## config.mk

```make
export PLATFORM = sky130hd
export DESIGN_NAME = lcd_byte_timing_gen_flat
export DESIGN_NICKNAME = d
export VERILOG_FILES = /design/src/rtl/lcd_pkg.sv /design/src/rtl/lcd_byte_timing_gen_if.sv /design/src/rtl/lcd_sync_counter.sv /design/src/rtl/lcd_byte_timing_gen.sv /design/src/flat_wrapper.sv
export SDC_FILE = /design/constraint.sdc
export NUM_CORES = 1
export LEC_CHECK = 0
export ABC_AREA = 1
export CORE_ASPECT_RATIO = 2
export CORE_MARGIN = 5
export CORE_UTILIZATION = 45
export DETAILED_ROUTE_END_ITERATION = 6
export PLACE_DENSITY = 0.68
export SYNTH_ARGS = -nofsm -noshare
export SYNTH_HDL_FRONTEND = slang
export SYNTH_SLANG_ARGS = --single-unit
```

## constraint.sdc

```tcl
create_clock -name clk -period 1.7 [get_ports clk]
set_input_delay 0.255 -clock clk [delete_from_list [all_inputs] [get_ports clk]]
set_output_delay 0.255 -clock clk [all_outputs]
set_load 0.005 [all_outputs]
```

## src/rtl/lcd_pkg.sv

```systemverilog
// lcd_pkg: shared FSM state type and default 320x240 serial-RGB timing for the LCD byte timing generator
package lcd_pkg;
  typedef enum logic {SEEK, RUN} state_t;
  localparam int LCD_H_SYNC = 1;
  localparam int LCD_H_BACK = 152;
  localparam int LCD_H_ACT = 960;
  localparam int LCD_H_FRONT = 20;
  localparam int LCD_V_SYNC = 1;
  localparam int LCD_V_BACK = 13;
  localparam int LCD_V_ACT = 240;
  localparam int LCD_V_FRONT = 4;
  localparam logic [7:0] LCD_FILL = 8'h00;
endpackage

```

## src/rtl/lcd_byte_timing_gen_if.sv

```systemverilog
// lcd_byte_timing_gen_if: 8-bit Avalon-ST byte stream feeding the LCD timing generator
interface lcd_byte_timing_gen_if;
  logic in_ready;
  logic in_valid;
  logic [7:0] in_data;
  logic in_startofpacket;
  logic in_endofpacket;
  logic in_empty;
  modport master (input in_ready, output in_valid, in_data, in_startofpacket, in_endofpacket, in_empty);
  modport slave (output in_ready, input in_valid, in_data, in_startofpacket, in_endofpacket, in_empty);
endinterface

```

## src/rtl/lcd_sync_counter.sv

```systemverilog
// lcd_sync_counter: one timing axis (sync/back/active/front), advancing on request and flagging its wrap
module lcd_sync_counter #(
  parameter int SYNC = 1,
  parameter int BACK = 1,
  parameter int ACT = 1,
  parameter int FRONT = 1,
  parameter int W = $clog2(SYNC + BACK + ACT + FRONT)
) (
  input  logic         clk,
  input  logic         reset,
  input  logic         advance,
  output logic [W-1:0] cnt,
  output logic         sync_n,
  output logic         active,
  output logic         wrap
);
  localparam int TOT = SYNC + BACK + ACT + FRONT;
  localparam int A0 = SYNC + BACK;
  localparam int A1 = A0 + ACT;
  assign wrap = advance && cnt == W'(TOT - 1);
  assign sync_n = cnt >= W'(SYNC);
  assign active = cnt >= W'(A0) && cnt < W'(A1);
  always_ff @(posedge clk) begin
    if (reset) cnt <= '0;
    else if (advance) cnt <= wrap ? '0 : cnt + 1'b1;
  end
endmodule

```

## src/rtl/lcd_byte_timing_gen.sv

```systemverilog
// lcd_byte_timing_gen: locks an Avalon-ST byte stream to serial-RGB LCD timing, filling gaps with FILL.
// Define LCD_UNDERFLOW_COUNT_EN to add the saturating underflow_cnt output.
module lcd_byte_timing_gen
  import lcd_pkg::*;
#(
  parameter int H_SYNC = LCD_H_SYNC,
  parameter int H_BACK = LCD_H_BACK,
  parameter int H_ACT = LCD_H_ACT,
  parameter int H_FRONT = LCD_H_FRONT,
  parameter int V_SYNC = LCD_V_SYNC,
  parameter int V_BACK = LCD_V_BACK,
  parameter int V_ACT = LCD_V_ACT,
  parameter int V_FRONT = LCD_V_FRONT,
  parameter logic [7:0] FILL = LCD_FILL
) (
  input  logic       clk,
  input  logic       reset,
  lcd_byte_timing_gen_if.slave st,
  output logic       lcd_hsync_n,
  output logic       lcd_vsync_n,
  output logic       lcd_den,
  output logic [7:0] lcd_data,
`ifdef LCD_UNDERFLOW_COUNT_EN
  output logic [15:0] underflow_cnt,
`endif
  output logic       underflow
);
  localparam int HW = $clog2(H_SYNC + H_BACK + H_ACT + H_FRONT);
  localparam int VW = $clog2(V_SYNC + V_BACK + V_ACT + V_FRONT);
  localparam int HA0 = H_SYNC + H_BACK;
  localparam int HA1 = HA0 + H_ACT - 1;
  localparam int VA0 = V_SYNC + V_BACK;
  localparam int VA1 = VA0 + V_ACT - 1;
  logic [HW-1:0] hcnt;
  logic [VW-1:0] vcnt;
  logic h_sync_n, v_sync_n, h_act, v_act, h_wrap, v_wrap;
  logic act, first, last, sop_head, lock, take, abort, fill_run, uf_d;
  logic [7:0] data_d;
  logic unused_sig;
  state_t state, state_d;
  lcd_sync_counter #(.SYNC(H_SYNC), .BACK(H_BACK), .ACT(H_ACT), .FRONT(H_FRONT)) u_h (
    .clk(clk), .reset(reset), .advance(1'b1), .cnt(hcnt), .sync_n(h_sync_n), .active(h_act), .wrap(h_wrap)
  );
  lcd_sync_counter #(.SYNC(V_SYNC), .BACK(V_BACK), .ACT(V_ACT), .FRONT(V_FRONT)) u_v (
    .clk(clk), .reset(reset), .advance(h_wrap), .cnt(vcnt), .sync_n(v_sync_n), .active(v_act), .wrap(v_wrap)
  );
  assign unused_sig = ^{st.in_endofpacket, st.in_empty, v_wrap};
  // A pending SOP is held off until the frame's first active byte; anything else ahead of it is dropped.
  assign st.in_ready = !reset && (state == SEEK ? !sop_head || first : act && !sop_head);
  always_comb begin
    act = h_act && v_act;
    first = act && hcnt == HW'(HA0) && vcnt == VW'(VA0);
    last = act && hcnt == HW'(HA1) && vcnt == VW'(VA1);
    sop_head = st.in_valid && st.in_startofpacket;
    lock = state == SEEK && first && sop_head;
    take = state == RUN && act && st.in_valid && !st.in_startofpacket;
    abort = state == RUN && act && sop_head;
    fill_run = state == RUN && act && !take;
    state_d = lock && !last ? RUN : state == RUN && (last || abort) ? SEEK : state;
    data_d = lock || take ? st.in_data : FILL;
    uf_d = lock ? 1'b0 : fill_run || underflow;
  end
  always_ff @(posedge clk) begin
    if (reset) state <= SEEK;
    else state <= state_d;
  end
  always_ff @(posedge clk) begin
    if (reset) begin
      lcd_hsync_n <= 1'b1;
      lcd_vsync_n <= 1'b1;
      lcd_den <= 1'b0;
      lcd_data <= 8'h00;
      underflow <= 1'b0;
    end else begin
      lcd_hsync_n <= h_sync_n;
      lcd_vsync_n <= v_sync_n;
      lcd_den <= act;
      lcd_data <= data_d;
      underflow <= uf_d;
    end
  end
`ifdef LCD_UNDERFLOW_COUNT_EN
  always_ff @(posedge clk) begin
    if (reset || lock) underflow_cnt <= 16'h0000;
    else if (fill_run && underflow_cnt != 16'hFFFF) underflow_cnt <= underflow_cnt + 16'h0001;
  end
`endif
endmodule

```

## src/flat_wrapper.sv

```systemverilog
// flat-port wrapper written by rule: the top's interface ports become plain ports
module lcd_byte_timing_gen_flat import lcd_pkg::*;
#(
  parameter int H_SYNC = LCD_H_SYNC,
  parameter int H_BACK = LCD_H_BACK,
  parameter int H_ACT = LCD_H_ACT,
  parameter int H_FRONT = LCD_H_FRONT,
  parameter int V_SYNC = LCD_V_SYNC,
  parameter int V_BACK = LCD_V_BACK,
  parameter int V_ACT = LCD_V_ACT,
  parameter int V_FRONT = LCD_V_FRONT,
  parameter logic [7:0] FILL = LCD_FILL
)
  (clk, reset, lcd_hsync_n, lcd_vsync_n, lcd_den, lcd_data, underflow, st_in_ready, st_in_valid, st_in_data, st_in_startofpacket, st_in_endofpacket, st_in_empty);
  lcd_byte_timing_gen_if st_i ();
  input  logic clk;
  input  logic reset;
  output logic lcd_hsync_n;
  output logic lcd_vsync_n;
  output logic lcd_den;
  output logic [7:0] lcd_data;
  output logic underflow;
  output wire logic [$bits(st_i.in_ready)-1:0] st_in_ready;
  input wire logic [$bits(st_i.in_valid)-1:0] st_in_valid;
  input wire logic [$bits(st_i.in_data)-1:0] st_in_data;
  input wire logic [$bits(st_i.in_startofpacket)-1:0] st_in_startofpacket;
  input wire logic [$bits(st_i.in_endofpacket)-1:0] st_in_endofpacket;
  input wire logic [$bits(st_i.in_empty)-1:0] st_in_empty;
  assign st_in_ready = st_i.in_ready;
  assign st_i.in_valid = st_in_valid;
  assign st_i.in_data = st_in_data;
  assign st_i.in_startofpacket = st_in_startofpacket;
  assign st_i.in_endofpacket = st_in_endofpacket;
  assign st_i.in_empty = st_in_empty;
  lcd_byte_timing_gen #(.H_SYNC(H_SYNC), .H_BACK(H_BACK), .H_ACT(H_ACT), .H_FRONT(H_FRONT), .V_SYNC(V_SYNC), .V_BACK(V_BACK), .V_ACT(V_ACT), .V_FRONT(V_FRONT), .FILL(FILL)) u_core (.clk(clk), .reset(reset), .st(st_i), .lcd_hsync_n(lcd_hsync_n), .lcd_vsync_n(lcd_vsync_n), .lcd_den(lcd_den), .lcd_data(lcd_data), .underflow(underflow));
endmodule
```

**Layout detail**

Region (1, 60) to (26, 85) µm. Cells in grey, sequential cells in the stronger grey; small squares are vias.
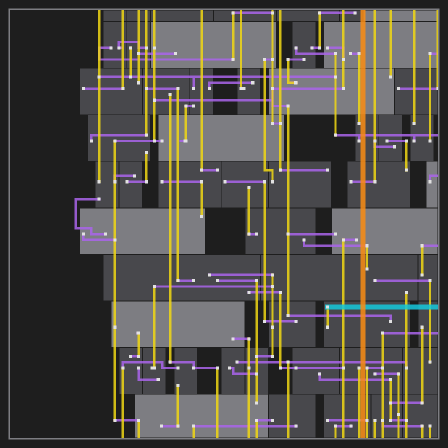
| layer | colour |
|---|---|
| met3 | cyan |
| met2 | yellow |
| met1 | purple |
| met4 | orange |
most frequent: nor2_1 (8), buf_4 (8)
sequential cells in the window: 8
cells with their middle in the window: 43
netlist names of flops here include: u_core.lcd_data (5), u_core.u_h.cnt (2)

**M1 wires**

(6 px per µm)
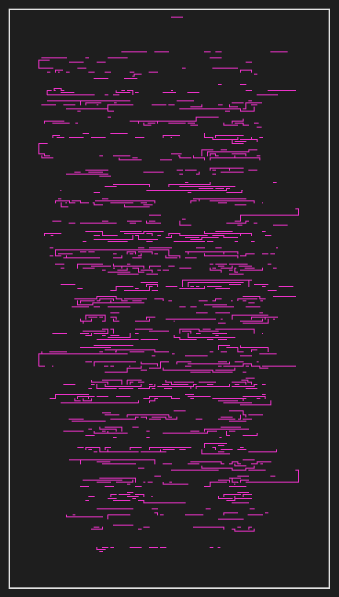
longest straight run: 18.9 µm
share of all routed wire: 35%
nets with wire on the layer: 327
main direction: horizontal
total vias in the final route: 1800
final WL: 4.50 mm
GR met1 Demand/Resource: 18.9%

**Track usage over the die**

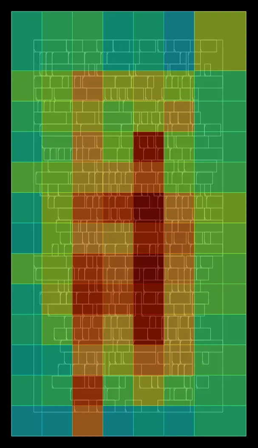
Util after Layout: 74.2%
routed length per instance: 12.0 µm
met2 global-route usage: 36.7%

**Cells coloured by class**

(4 px per µm)
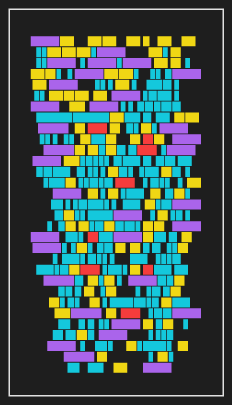
| class | colour | cells |
|---|---|---|
| other buffers and delay cells | yellow | 82 |
| all other logic | cyan | 202 |
| flops | purple | 33 |
| clock drivers and dummy loads | red | 8 |
core outline area: 3610 µm²
Std-Cell Rows: 31
final instance area: 2680 µm²

-- routing by layer --
layer | track usage [%] | part of all wire, % | vias up
met5 | 0 | 0 | -
met4 | 8.74 | 2.8 | 0
met3 | 3.26 | 1.5 | 12
met2 | 36.7 | 60 | 16
met1 | 18.9 | 35 | 839
li1 | - | - | 933
-- cell usage in the layout, fill, tap and decap left out, drive strengths merged, types with 2 or more instances in the layout --
cell,instances
nand2,44
nor3,10
nand3b,2
clkbuf,5
nand4,11
o21ai,2
dfxtp,33
clkinvlp,3
clkdlybuf4s50,23
xor2,4
inv,41
ha,6
a21oi,11
nand3,13
nor2,44
nor4,4
a211oi,2
o21a,2
buf,59
-- per-stage QoR --
stage	hold WS [ps]	instance area, µm²
floorplan	367	1670
global placement	437	2340
detailed placement	447	2340
CTS	460	2510
global route	487	2680
finish	456	2680
-- logic make-up (layout without fill, tap and decap cells) --
logic type	count (synthesis)	in the layout	synth area share, %
AOI/OAI and AO/OA	19	19	6.51
xor gates and xnor gates	5	5	2.62
adders and majority gates	6	6	4.49
buffers and inverters	44	131	10.4
DFF	33	33	39.5
and+or+nand+nor	131	131	36.5
-- layout make-up --
class / instances / area [µm²]
multi-input combinational: 161 / 1020
clock buffer: 5 / 68.8
clock inverter: 3 / 22.5
inverter: 41 / 154
timing repair buffer: 82 / 682
fill: 303 / 931
sequential: 33 / 667
tap: 49 / 61.3
-- sequential cells by signal, indices dropped and copies added (netlist names) --
signal	count
u_core.u_h.cnt	11
u_core.lcd_den	1
u_core.lcd_vsync_n	1
u_core.lcd_hsync_n	1
u_core.u_v.cnt	9
u_core.state	1
u_core.underflow	1
u_core.lcd_data	8
-- critical path: stages, from the launching register on --
cell,delay (ps)
dfxtp_2,330
inv_2,70
ha_4,130
nand3_2,60
nor2_1,100
nor2_1,40
nand2_1,80
nand2_2,70
nor2_4,90
inv_2,50
nand2_2,60
nand2_2,50
nor2_2,80
buf_2,110
-- Yosys cell counts --
master	number
buf_2	1
nor4_1	4
nand3_2	2
or4_1	1
nand2_1	42
nor3_1	8
inv_1	39
clkbuf_1	1
o21ai_1	1
o21ai_0	1
nand3_1	11
dfxtp_1	33
a211oi_1	2
nand3b_1	2
nand2_4	1
ha_1	6
xnor2_1	1
nor3_2	2
xor2_1	4
nor2_1	42
or2_2	1
nand4_1	11
inv_2	2
nor2_2	2
buf_6	1
o21bai_1	1
a21oi_1	11
o22ai_1	1
o21a_1	2
nand2_2	1
nor3b_1	1
-- worst max path at each step --
stage	start	slack, ps	endpoint	depth (start not counted)
after floorplan	u_core.u_h.cnt[0]	160	st_in_ready	11
after global placement	u_core.u_h.cnt[1]	-290	st_in_ready	13
after detailed placement	u_core.u_h.cnt[1]	-350	st_in_ready	13
after CTS	u_core.u_h.cnt[1]	-230	st_in_ready	13
after global routing	u_core.u_h.cnt[1]	-320	st_in_ready	13
final	u_core.u_h.cnt[1]	-160	st_in_ready	13
-- what timing repair did --
action | CTS | global route
pin swaps | 10 | 23
buffers inserted | 4 | 3
endpoints found under the setup margin | 1 | 19
resized | 19 | 41
==> impl_summary.log <==
[flow] collecting metrics
INFO  metric run_status = complete, but fails checks
INFO  metric violated_checks = setup timing
INFO  metric p_switching = 0.402 mW
INFO  metric die_area = 5110 µm²
INFO  metric comb_power = 0.181 mW
INFO  metric cts-htree-levels = 2
INFO  metric chipHeight = 96.2 µm
INFO  metric largest_area_cell = dfxtp_1
INFO  metric fin_tns_setup = -166 ps
INFO  metric r2r_setup_slack = -10 ps
INFO  metric grt_usage = 19.1%
INFO  metric p_per_area = 591 nW/µm²
INFO  metric clock_tree_from_tritoncts = built
INFO  metric synthesis.area_per_instance = 7.03 µm²
INFO  metric worstHoldEndpoint = u_core.underflow
INFO  metric ctsHoldBuffers = 0
INFO  metric route.detailed.drc = 0
INFO  metric power.group.top = registers
INFO  metric wire_length_of_the_first_global_routing_pass = 7.22 mm
INFO  metric boundaryPins = 27
INFO  metric top_cell_area_share = 39.5%
INFO  metric powerSeq = 0.790 mW
INFO  metric internal_power = 1.18 mW
INFO  metric clock_skew = 2.51 ps
INFO  metric synthesis.instances = 238
INFO  metric initCoreUtil = 46.4%
INFO  metric rsz_0062_raised_after_global_routing = yes
INFO  metric floorplan.nets = 258
INFO  metric route.detailed.vias_per_inst = 4.81
INFO  metric number_of_logged_tool_warnings = 34
INFO  metric crit_required = 1440 ps
INFO  metric areaGrowthSynthToFinish = 60.0%
INFO  metric clock-root-buffer = clkbuf_8
INFO  metric netlist_area = 1670 µm²
INFO  metric slew_headroom = 77.8%
INFO  metric clk_transition_reported_paths = 70 ps
INFO  metric final_hold_viol_count = 0
INFO  metric min_period_over_period = 109%
INFO  metric port_buffers = 24
INFO  metric post-route-worst-setup-slack = -161 ps
INFO  metric yosys_cells = 238
INFO  metric netlist-cell-type-count = 31
INFO  metric max_slew.worst_pin.slew = 330 ps
INFO  metric final_nets = 344
INFO  metric power = 1.58 mW
INFO  metric power.clock.total = 0.609 mW
INFO  metric leakage = 1.19 nW
INFO  metric synth_warnings = 0
INFO  metric critPathMaxFanout = 2
INFO  metric grt_antenna_before_repair = 0
INFO  metric r2r-end = u_core.u_v.cnt[8]
INFO  metric yosys_area = 1670 µm²
INFO  metric timing.final.max_slew_violations = 0
INFO  metric grt.overflow.total = 0
INFO  metric drive_above_1_share = 37.5%
INFO  metric finalNonFillerCells = 374
INFO  metric setup.worst_path.start_class = register
INFO  metric num_antenna_cells = 0
INFO  metric clk_latency = 290 ps
INFO  metric first_global_vias = 1688
INFO  metric swShare = 25.5%
INFO  metric clock_power_share = 38.5%
INFO  metric routabilityCongestion = 0.847
INFO  metric min_from = u_core.underflow
INFO  metric place_hpwl = 3.47 mm
INFO  metric yosys_register_bits = 33
INFO  metric ff2ff_path_depth = 13
INFO  metric vdd_ir_drop_max = 0.558 mV
INFO  metric netlist_top_cells_area = dfxtp_1 39%, nand2_1 9.4%, nor2_1 9.4%
INFO  metric numPlacedInstances = 359
INFO  metric drtPass1Iterations = 4
INFO  metric minimum_clock_period = 1860 ps
INFO  metric cts_sink_cnt = 33
INFO  metric count_of_max_cap_constraint_violations = 0
INFO  metric pre_cts_setup_slack = -355 ps
INFO  metric holdCritPathClass = reg -> reg
INFO  metric cts-buffers-inserted = 5
INFO  metric cts_max_path_buffers = 2
INFO  metric ant_nets = 0
INFO  metric drt_iter0_drc = 27
INFO  metric grt_start_max_net_pins = 13
INFO  metric crit_arrival = 1610 ps
INFO  metric setup_violations = 2
INFO  metric ys_seq_share = 39.5%
INFO  metric path_class = reg -> out
INFO  metric power_frac_comb = 11.5%
INFO  metric setup.worst_path.end_class = output pin
INFO  metric worstReg2RegStart = u_core.u_h.cnt[1]
INFO  metric p_seq_share = 50.0%
INFO  metric min_delay_path_depth = 2
Power and IR drop assume default switching activity.
